Design lut_neuron_layer_pipe, sky130hd; sources not shown.
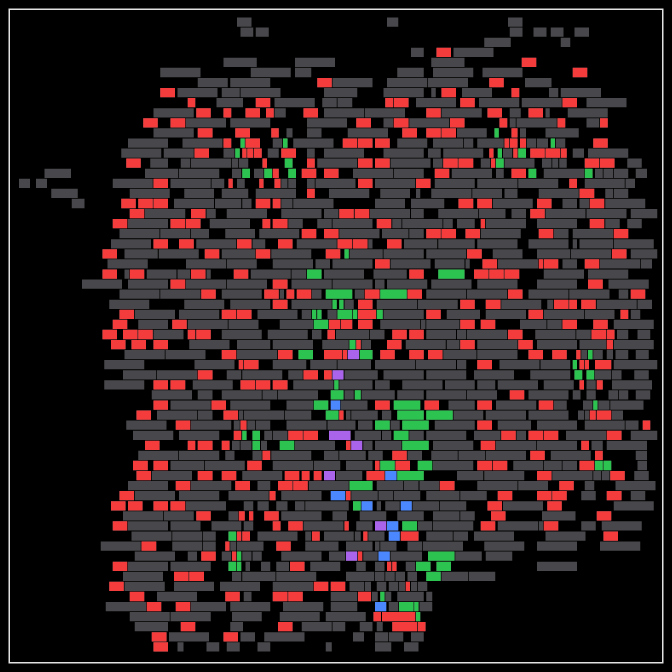
**Above:** run 1 (gate-type map).
| color | family | cells |
|---|---|---|
| red | nor cells | 334 |
| purple | xor and xnor cells | 7 |
| blue | and/or cells | 9 |
| green | nand cells | 71 |
multi-input combinational area share: 0.344
highest-count logic cell in the final layout: edfxtp_1

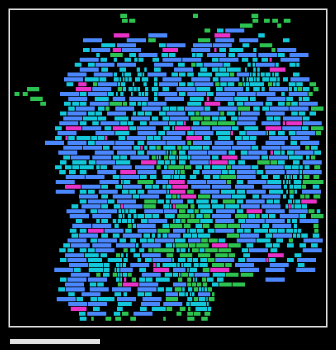
**Above:** run 1 (placed cells, one color a class).
The bar under the picture is 50 um long.
| color | class | cells |
|---|---|---|
| green | remaining buffers and delay cells | 165 |
| magenta | clock drivers and dummy loads | 49 |
| blue | registers | 272 |
| cyan | remaining logic cells | 578 |
utilization after layout: 0.585
core region area: 29700 sq um
flop share of the area: 0.461

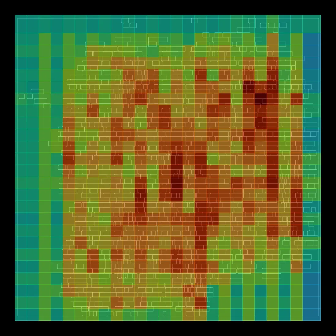
**Above:** run 1 (routing congestion map).
met1 track demand over resource in global routing: 0.235
met2 capacity usage during global routing: 0.344
routed len/inst: 22.4 um

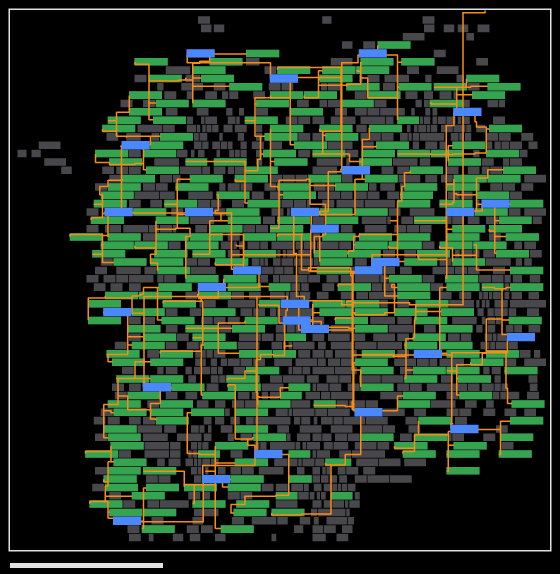
**Above:** run 1 (clock distribution).
The bar under the picture is 50 um long.
[orange] clock wires | length: 3320 um
[green] flip-flops | count: 272
[blue] clock-net drivers | count: 28
flops lie: spread over the die
routed clock nets: 29
clock latency at the later pin of the worst-skew pair: 540 ps
clock group total power: 0.00483 W

==> git commit body, run 1 <==
Store results of the implementation flow

* Run status: finished, final reports clean
- Multi-input gate area in the final layout: around 6000 sq um
- GR peak layer: met2
* Number of DRC violations after detailed-routing iteration 0: 646
* Setup slack of the most critical reg-to-reg path: 230 ps
- Sorting the Yosys area breakdown by cell type puts at the top edfxtp_1.
* Width of the die: 176 um
* Final Net Count: around 1100
- Number of cells on the worst hold path: 1
- Highest-count cells in the layout ignoring fill and taps: edfxtp_1, nor2_4, buf_4
- Adder Area Share: 0.00413
- The min-delay analysis places its worst path in the category in -> reg.
- Post-synthesis, Yosys gives the total cell area as 12100 sq um.
- Sequential Area: 8010 sq um
* GR Layer Usage met3: 0.0189
* Wire length of the first global-routing pass: 44500 um
- There are 272 flip-flops and latches.
- The detailed router placed about 8100 vias in this run.
- Final worst clock skew: around 11 ps
* Pre-CTS WS: -349 ps
- Fraction of synthesis flops using an asynchronous set or reset pin: 0
* Achievable clock frequency: roughly 540 MHz
- Per the synthesis report, the simple-gate share of the synthesized area is 0.144.
- Dominant kind of combinational cell: simple AND/OR/NAND/NOR gates
- After detailed placement, the total cell area comes to 13800 sq um.
- For this run, the leading register cell type out of synthesis is edfxtp_1.
- Net Count, Synth: ~950
- Placed wire-length estimate after detailed placement: 17400 um
- Cell Area, Synth: 12100 sq um
* DRC errors left: 0
- Top post-synthesis cells by count: nor2_1, edfxtp_1, nand2_1
- Leakage power figure: 5.15 nW
* Count of plain and timing-repair buffers: 165
- Routed WL: 32500 um
- Measured on the final layout, buffering overhead outside the clock network stands at 0.117.
- Number of clock buffers inserted by TritonCTS: 28
* CP required: 1640 ps
- Detailed Routing Iterations Pass 1: 5
- Clock period minus final worst setup slack: 1860 ps
- Of the total synthesized cell area, the portion taken by XOR and XNOR cells is 0.00506.
- Setup total negative slack on the finished layout was measured at 0 ps.
- # clock sinks: 272
* Die outline area: 31000 sq um
- Max_slew headroom: 0.650
- Total power divided by cell area: 666 nW/um^2
* Top cells by area: edfxtp_1, nor2_1, mux4_2
* Count of warning messages emitted by the tools: 32
- Worst IR drop on VDD: 0.000624 V
* Pwr Total: roughly 0.012 W
* Per-instance average area after synthesis: around 13 sq um
* Cell type taking the most area: sequential cells
- Post-CTS Hold Buffers: 0
- After layout, the worst setup slack is 190 ps.
* Post-synth seq share: 0.661
- Sum of routed wire segments on met1: 12200 um
- Number of global-route vias before repair: slightly below 8000
- Signal nets in the final route climb as high as met4.
- Gr ovfl total: 0
- STA classifies the critical path endpoint as an output pin.
- The slowest stage of the critical path is the dfxtp_2 cell.
- Tap Count: 390
- 576 cells are multi-input combinational gates.
- ANT nets after route: 0
- TritonCTS built the clock tree.
- Filler Cell Count: about 2100
- Entering global routing, the biggest net connects between 80 and 90 pins.
* Overall routing resource usage: 0.189
- The buffer_ports step reported a buffer count of 39.
- The initial antenna violation count is 0.
* Count of H-tree levels built during CTS: 1
- Share of post-route cells with drive strength above 1: 0.521
- The worst setup path is of the reg -> out kind.
- The layout stage reports a final design area of 17400 sq um.
- STA lists the maximum fanout along the critical path as 5.
- Summed over all nets, wire length on met3 after detailed routing comes to 1640 um.
- Top-level I/O count: around 40
* Count of flip-flops with a built-in enable after synthesis: 256
* Layout clock area frac: 0.0489
* Tally of yosys warning messages: 0
- The tree is rooted in a clkbuf_16.
- For this run the top cell type by instance count after synthesis was nor2_1.
- On the reported timing paths, the clock transition at the registers reads ~60 ps.
## run 1: what timing repair did
item | CTS | global route
pin swaps | 85 | 137
buffers inserted | 15 | 13
cloned | 5 | 5
endpoints found under the setup margin | 262 | 272
resized | 299 | 345
## run 1: through the flow
stage | cells | utilization
after global placement | 1367 | 0.463
after global routing | 1454 | 0.585
after floorplan | 913 | -
after CTS | 1436 | 0.533
after detailed placement | 1367 | 0.463
final | 1454 | 0.585
## run 1: where the power goes
group | switching [W] | internal, W | total (W)
Clock | 0.00205 | 0.00277 | 0.00483
Sequential | 0.00000232 | 0.00607 | 0.00607
Combinational | 0.000329 | 0.000345 | 0.000674
## run 1: worst max-delay path, delay by kind of cell, from the launching register on
family | cells | cell delay [ps]
buffers and inverters | 1 | 150
DFF | 1 | 330
and+or+nand+nor | 2 | 430
**Run 1: register map, names as in the netlist**

The bar under the picture is 50 um long. Other sequential cells in the stronger gray, the rest of the logic in the fainter gray.
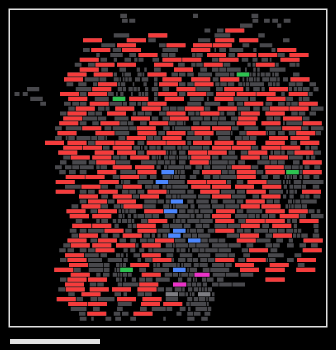

==> run 1 -> run 2 <==
- REMOVE_ABC_BUFFERS: default -> 1
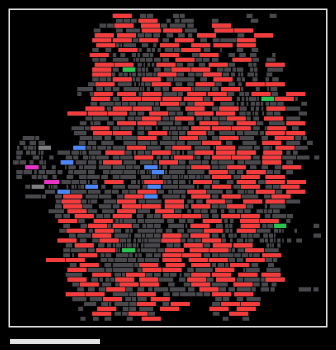
**Above:** run 2 (register map, names as in the netlist).
The bar under the picture is 50 um long. Other sequential cells in the stronger gray, the rest of the logic in the fainter gray.
| color | netlist name | flops |
|---|---|---|
| red | mem | 256 |
| green | out_data | 4 |
| blue | cnt_q | 8 |
| magenta | state_q | 2 |
not colored: 2
Sequential Area: 8020 sq um
flop share of the area: 0.455

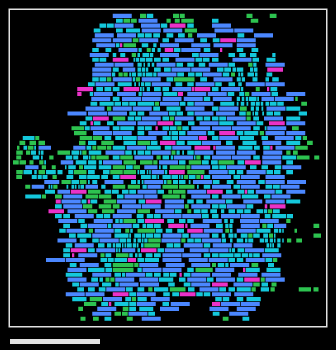
**Above:** run 2 (placed cells, one color a class).
The bar under the picture is 50 um long.
final non-filler cell area: 17600 sq um
utilization after layout: 0.593
Placement Rows: 63

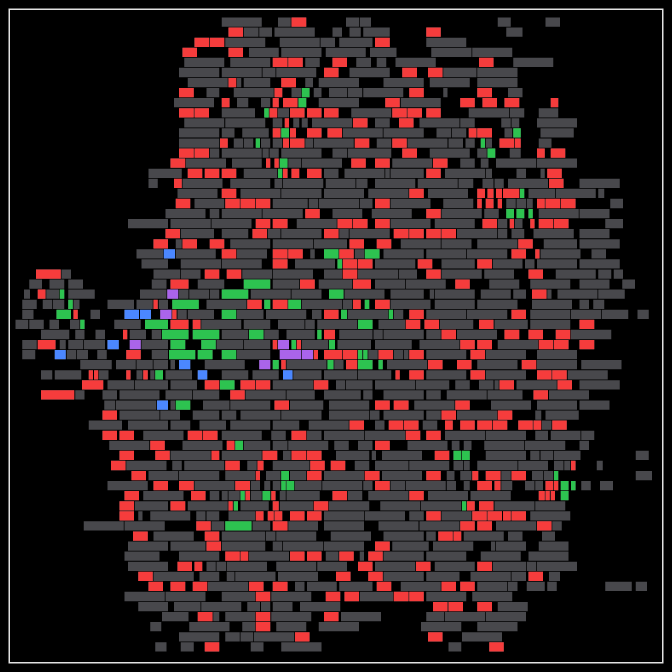
**Above:** run 2 (gate-type map).
| color | family | cells |
|---|---|---|
| green | nand cells | 68 |
| blue | and/or cells | 9 |
| red | nor cells | 334 |
| purple | xor and xnor cells | 7 |
number of cells in the finished layout apart from fillers: 1466
multi-input combinational area share: 0.341

==> run 2 against run 1 <==
Net effect:
- core utilization increased by 0.84 points
- die area unchanged
- synthesized area unchanged
- final area increased by 1.4%
- worst hold slack improved by 210 ps
- via count increased by 0.36%
- register-to-register slack got worse by 30 ps
- power increased by 1.8%
- clock power increased by 4%
- worst setup slack got worse by 2.2 ps
- count of clock-buffer cells in the layout increased by 4
- critical endpoint unchanged
- largest power group unchanged
- highest routed layer is now met5
==> git commit body, run 2 <==
Store results of the implementation flow

- Run status: finished, final reports clean
- Clock period minus final worst setup slack: 1860 ps
- Synth Flop Type: edfxtp_1
* Tally of yosys warning messages: 0
* Multi-input gate area in the final layout: around 6000 sq um
- The floorplan report gives the top-level pin count as 40.
- Cell type with the largest total area after synthesis: edfxtp_1
- Setup slack on the worst reg-to-reg path comes out at 200 ps.
- Post-synth seq share: 0.661
- Critical path capture point type: output pin
* Fin Setup TNS: 0 ps
* Share of post-route cells with drive strength above 1: 0.529
- As logged by OpenROAD, the buffers inserted on ports number 39.
* Final WS setup: 187 ps
* Die outline area: 31000 sq um
- Per the detail_route report, DRC violations left total 0.
- Of all nets on the critical path, the largest fanout is 4.
- Clock latency at the later pin of the worst-skew pair: 550 ps
- Number of clock buffers inserted by TritonCTS: 29
- In this run, the synthesized area fraction spent on adder and majority cells is recorded as 0.00413.
* Final Net Count: 1088
- For met2 alone, demand over resource in global routing was 0.306.
* Core region area: 29700 sq um
* Uppermost routed layer: met5
* Detailed Routing Iterations Pass 1: 4
- Total power divided by cell area: ~670 nW/um^2
- Met1 track demand over resource in global routing: 0.236
- By instance count after routing, the leading logic cell types are edfxtp_1, nor2_4, buf_4.
* Routed len/inst: 21.8 um
* Cell at the root of the clock tree: clkbuf_16
- Summed over all layers, the routed wires come to 31900 um.
* Pwr Total: 0.0118 W
- The worst setup path is of the reg -> out kind.
- Overall routing resource usage: 0.180
- Top-count cell post-synth: nor2_1
- Initial antenna violation count: 1
* ANT nets after route: 0
- Max_slew headroom: 0.529
* Clock slew seen by the registers of the worst setup and hold paths: 60 ps
- Cell Area, Synth: 12100 sq um
* Top cells by area: edfxtp_1, nor2_1, mux4_2
* CP required: 1640 ps
- The post-placement cell area is around 14000 sq um.
- Post-CTS Hold Buffers: 0
* Dominant kind of combinational cell: simple AND/OR/NAND/NOR gates
- met2 is the most crowded layer.
* Post-synthesis simple-gate area fraction: 0.144
- Placed cells: 1373
* # clock sinks: 272
* Sum of routed wire segments on met1: 12800 um
## run 2: timing repair
action,CTS,global route
gates cloned,7,6
hold endpoints to repair,0,0
buffers inserted,16,10
pin swaps,8,218
endpoints found under the setup margin,275,275
gates resized,111,615
## run 2: worst max-delay path, cell delays in order (launching register included)
cell and delay, ps:
dfxtp_4 370, and2b_2 180, nor3b_4 210, buf_6 140
## run 2: final cells by class
class	instances	area share
clock buffer	46	0.0470
sequential	272	0.455
timing repair buffer	175	0.125
inverter	2	0.000426
multi-input combinational	573	0.341
tap	390	0.0277
clock inverter	8	0.00419
## run 2: where the power goes
part           leakage [nW]  internal (W)  total, W  switching [W]
logic                  2.43      0.000358  0.000691       0.000334
registers              2.43       0.00607   0.00607     0.00000165
clock network         0.438       0.00290   0.00502        0.00213
total                  5.30       0.00932    0.0118        0.00246
Power and IR drop assume default switching activity.
